**Met2 routing**

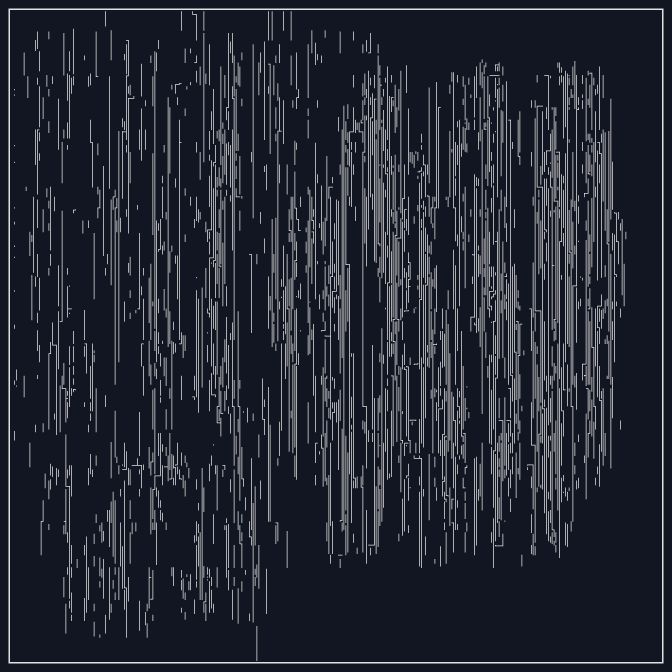
**Placement density heat map**

The die is cut into 16 by 16 equal tiles; white is low, dark blue is high, 0 to 100% covered.
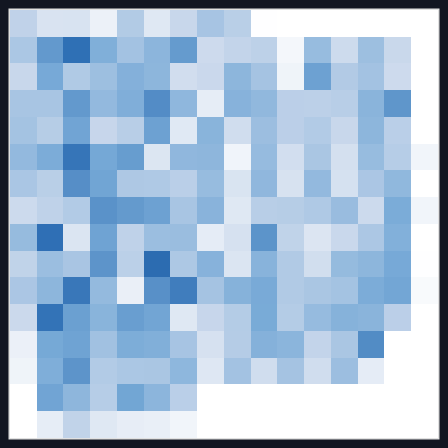
**Gate families picked out**

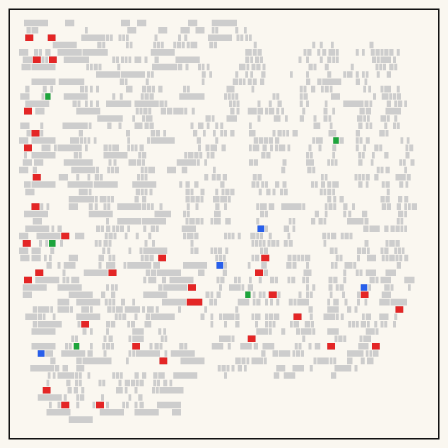
**Metal layers overlaid**

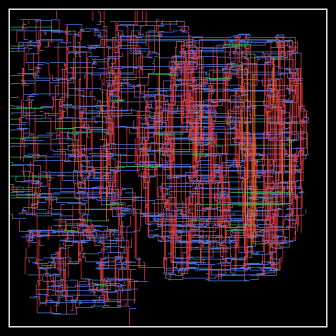
## src/rtl/vin_pkg.sv

```systemverilog
// rtl/vin_pkg.sv - shared constants and FSM states for the virtual-input link
package vin_pkg;

  localparam int N_KEYS     = 3;
  localparam int N_SWITCHES = 8;
  localparam int N_ITEMS    = 11;
  localparam int KEY_BASE   = 0;
  localparam int SW_BASE    = 3;
  localparam int IDX_W      = 4;
  localparam int VAL_BIT    = 4;

  typedef enum logic [1:0] {
    IDLE,
    SETUP,
    STROBE,
    GAP
  } vin_state_t;

endpackage

```

## src/rtl/rr_pick.sv

```systemverilog
// rtl/rr_pick.sv - combinational round-robin selector over the 11 link items
module rr_pick
  import vin_pkg::*;
(
  input  logic [N_ITEMS-1:0] req,
  input  logic [IDX_W-1:0]   start,
  output logic [IDX_W-1:0]   idx,
  output logic               valid
);

  logic [15:0]    req_ext;
  logic [IDX_W:0] pos;

  assign req_ext = {{(16 - N_ITEMS){1'b0}}, req};

  // Scan start, start+1, ... wrapping at N_ITEMS; first hit wins.
  always_comb begin
    idx   = '0;
    valid = 1'b0;
    pos   = '0;
    for (int k = 0; k < N_ITEMS; k++) begin
      pos = {1'b0, start} + (IDX_W + 1)'(k);
      if (pos >= (IDX_W + 1)'(N_ITEMS)) begin
        pos = pos - (IDX_W + 1)'(N_ITEMS);
      end
      if (!valid && (pos < (IDX_W + 1)'(N_ITEMS)) && req_ext[pos[IDX_W-1:0]]) begin
        valid = 1'b1;
        idx   = pos[IDX_W-1:0];
      end
    end
  end

endmodule

```

## src/rtl/virtual_input_tx.sv

```systemverilog
// rtl/virtual_input_tx.sv - transmit end of the number/control virtual-input link
module virtual_input_tx
  import vin_pkg::*;
#(
  parameter int SETUP_CYCLES = 1,
  parameter int HOLD_CYCLES  = 4,
  parameter int GAP_CYCLES   = 2,
  parameter int CNT_W        = 16
) (
  input  logic                  CLOCK_50,
  input  logic                  reset_n,
  input  logic [N_KEYS-1:0]     key_req,
  input  logic [N_SWITCHES-1:0] sw_req,
  input  logic                  resync,
  output logic [4:0]            number,
  output logic                  control,
  output logic                  busy,
  output logic [CNT_W-1:0]      tx_count
);

  localparam int PH_W = 16;

  vin_state_t             state, state_next;
  logic [PH_W-1:0]        ph_cnt, ph_next;
  logic [N_ITEMS-1:0]     req, shadow, force_bits, pending;
  logic [IDX_W-1:0]       ptr, pick_idx, cur_idx;
  logic                   pick_valid, load_cmd, commit;

  assign req     = {sw_req, key_req};
  assign pending = (req ^ shadow) | force_bits;
  assign cur_idx = number[IDX_W-1:0];

  rr_pick u_pick (
    .req   (pending),
    .start (ptr),
    .idx   (pick_idx),
    .valid (pick_valid)
  );

  always_ff @(posedge CLOCK_50 or negedge reset_n) begin
    if (!reset_n) begin
      state  <= IDLE;
      ph_cnt <= '0;
    end else begin
      state  <= state_next;
      ph_cnt <= ph_next;
    end
  end

  always_comb begin
    state_next = state;
    ph_next    = ph_cnt;
    load_cmd   = 1'b0;
    commit     = 1'b0;
    case (state)
      IDLE: begin
        if (pick_valid) begin
          load_cmd   = 1'b1;
          state_next = SETUP;
          ph_next    = PH_W'(SETUP_CYCLES - 1);
        end
      end
      SETUP: begin
        if (ph_cnt == '0) begin
          state_next = STROBE;
          ph_next    = PH_W'(HOLD_CYCLES - 1);
        end else begin
          ph_next = ph_cnt - 1'b1;
        end
      end
      STROBE: begin
        if (ph_cnt == '0) begin
          commit     = 1'b1;
          state_next = GAP;
          ph_next    = PH_W'(GAP_CYCLES - 1);
        end else begin
          ph_next = ph_cnt - 1'b1;
        end
      end
      GAP: begin
        if (ph_cnt == '0) begin
          state_next = IDLE;
        end else begin
          ph_next = ph_cnt - 1'b1;
        end
      end
      default: state_next = IDLE;
    endcase
  end

  always_ff @(posedge CLOCK_50 or negedge reset_n) begin
    if (!reset_n) begin
      number     <= '0;
      shadow     <= '0;
      force_bits <= '1;
      ptr        <= '0;
      tx_count   <= '0;
    end else begin
      if (load_cmd) begin
        number <= {req[pick_idx], pick_idx};
      end
      if (commit) begin
        shadow[cur_idx] <= number[VAL_BIT];
        ptr             <= (cur_idx == IDX_W'(N_ITEMS - 1)) ? '0 : cur_idx + 1'b1;
        tx_count        <= tx_count + 1'b1;
      end
      // A resync in the commit cycle must leave the item forced so it is resent.
      if (resync) begin
        force_bits <= '1;
      end else if (commit) begin
        force_bits[cur_idx] <= 1'b0;
      end
    end
  end

  assign control = (state == STROBE);
  assign busy    = (state != IDLE);

endmodule

```

## config.mk

```make
export PLATFORM = sky130hd
export DESIGN_NAME = virtual_input_tx
export DESIGN_NICKNAME = d
export VERILOG_FILES = /design/src/rtl/vin_pkg.sv /design/src/rtl/rr_pick.sv /design/src/rtl/virtual_input_tx.sv
export SDC_FILE = /design/constraint.sdc
export NUM_CORES = 1
export LEC_CHECK = 0
export ABC_AREA = 1
export CAP_MARGIN = 15
export CELL_PAD_IN_SITES_DETAIL_PLACEMENT = 0
export CELL_PAD_IN_SITES_GLOBAL_PLACEMENT = 1
export CORE_MARGIN = 3
export CORE_UTILIZATION = 30
export DETAILED_ROUTE_END_ITERATION = 6
export GPL_ROUTABILITY_DRIVEN = 0
export HOLD_SLACK_MARGIN = 0.03
export PLACE_DENSITY_LB_ADDON = 0.1
export SLEW_MARGIN = 20
export SYNTH_ARGS = -nofsm -noshare
export SYNTH_HDL_FRONTEND = slang
export SYNTH_SLANG_ARGS = --single-unit
```

## constraint.sdc

```tcl
create_clock -name CLOCK_50 -period 7.8 [get_ports CLOCK_50]
set_input_delay 0.78 -clock CLOCK_50 [delete_from_list [all_inputs] [get_ports CLOCK_50]]
set_output_delay 0.78 -clock CLOCK_50 [all_outputs]
set_load 0.02 [all_outputs]
```

==> reports/qor.yml <==
job:
  warnings: 44
drt:
  first_pass_iters: 5
  met3RoutedLength_um: 753
  wl_per_cell_um: 16.56
  viasPerCell: 4.883
  drt-initial-drc-count: 483
  routed_wl_um: 24450
  drc: 0
  met2_length_um: 11830
  wl_met1_um: 11110
critical_path:
  crit_family: "simple AND/OR/NAND/NOR gates"
  cp.depth: 22
  crit_end: "number[4]"
  worstReg2RegEnd: "number[4]"
  ff2ff_path_depth: 22
  max_stage_delay_ps: 570
  path_class: "flip-flop to flip-flop"
  path_max_fanout: 25
  crit_path_top_delay_cell: "ha_1"
  crit_chain: "buf_4 > inv_2 > ha_1 > inv_2 > nor2_4 > nand2_1 > nand3_1 > inv_2 > o21ai_0 > a31oi_1 > nor4_4 > nand3_1 > nand2_1 > inv_1 > nand2_1 > nand2_2 > nand2_2 > inv_2 > nor2_1 > nor2_1 > a21oi_1 > nand2_1"
  worst_ep_required_time_ps: 8020
  r2r_slack_ps: 3110
  reg2reg_from: "ptr[0]"
  worstPathArrival_ps: 4920
  critPathLaunchType: "flip-flop"
logic_synthesis:
  edf_count: 0
  ys_sh_simple_pct: 41.89
  yosysTopAreaCell: "dfrtp_1"
  top_cell: "nand2_1"
  ys_types: 53
  aoi_share_pct: 15.23
  fp_nets: 1154
  xor_share_pct: 4.125
  synth_chip_area_mm2: 0.006977
  synth_cells: 1116
  yosysWarnings: 0
  common_cells: "nand2_1 (290), inv_1 (148), nor2_1 (123), nand3_1 (102), o21ai_0 (76)"
  seq_area_frac_synth_pct: 23.51
  synthAdderAreaFrac_pct: 4.304
  mux_share_pct: 0
  yosysTopAreaCellShare_pct: 19.37
  synth_area_per_cell_um2: 6.252
outcome:
  outcome: "completed"
power_and_ir_drop:
  top_power_group: "clock"
  powerClk_mw: 0.446
  seq_power_share_pct: 42.0
  finalPower_mw: 0.8030
  seq_power_mw: 0.338
  internal-power_mw: 0.6281
  comb-power_mw: 0.0198
  leakage_nw: 3.985
  power_frac_comb_pct: 2.5
  clkPwrFrac_pct: 55.5
  p_sw_share_pct: 21.77
final_layout:
  layout_top_cells: "nand2_1 (290), inv_1 (148), nor2_1 (123), nand3_1 (102), o21ai_0 (76)"
  fin_nets: 1196
  fin_util_pct: 35.19
  final_area_mm2: 0.008016
  stdcell_count: 1476
  layout-drive-gt1-share_pct: 11.78
sta:
  fin_tns_setup_ps: 0
  finalCritPeriodShare_pct: 60.16
  drv_slew: 0
  hold_viol: 0
  fmax_ghz: 0.2131
  setup_viol: 0
floorplan:
  die_w_um: 158.5
  io_pins: 37
  chip_area_mm2: 0.02512
  rows: 55
  coreArea_mm2: 0.02278
grt:
  grt-ovfl-total: 0
  busiest_layer: "met2"
  grt_util_met2_pct: 34.84
  met3_usage_pct: 2.473
  grt_pass1_vias: 6875
  grt_max_degree: 66
  antenna_found_initial: 0
clock_tree:
  insertion_delay_ps: 330
  htree_num_levels: 3
  numCtsBuffers: 9
  clock_sinks: 65
  ctsResizeCount: 0
  cts_tree: "done"
  clk_transition_reported_paths_ps: 60
hold_path:
  holdPathEnd: "force_bits[7]"
  hold_depth: 2
  worstHoldStart: "force_bits[7]"
placement:
  place_hpwl_um: 19520
Notes on 'met2 routing' above:
wire length on this layer	11800 µm
nets with wire on the layer	911
main direction	vertical
longest straight run	103 µm
share of all routed wire	48%

Notes on 'placement density heat map' above:
mean over tiles	30%
densest ninth of the die	left middle
tiles over 75% full	0.40%
fullest tile	76%

Notes on 'gate families picked out' above:
colour	family	cells
green	AND and OR gates	5
blue	AND-OR and OR-AND gates	4
red	XOR/XNOR gates	32

Notes on 'metal layers overlaid' above:
colour	layer	wire length
red	met2	11800 µm
orange	met4	753 µm
blue	met1	11100 µm
green	met3	754 µm

## final cells by class
| cell class | count | area (µm²) |
|---|---|---|
| fillers | 2587 | 14760 |
| multi-input cells | 861 | 4573 |
| inverters | 178 | 675.6 |
| flip-flops and latches | 65 | 1640 |
| well taps | 313 | 391.6 |
| clock buffers | 9 | 225.2 |
| clock inverters | 7 | 102.6 |
| repair buffers | 43 | 407.9 |
## through the flow
stage	worst slack, ps	hold WS (ps)
5_1_grt	2754	476.8
3_3_place_gp	3103	451.2
6_report	3107	461.3
3_5_place_dp	3131	454.1
2_1_floorplan	4136	440.3
4_1_cts	3123	463.5
## sequential cells by signal, indices dropped and copies added (netlist names)
register	count
force_bits	11
state	2
ptr	4
shadow	11
ph_cnt	16
number	5
tx_count	16
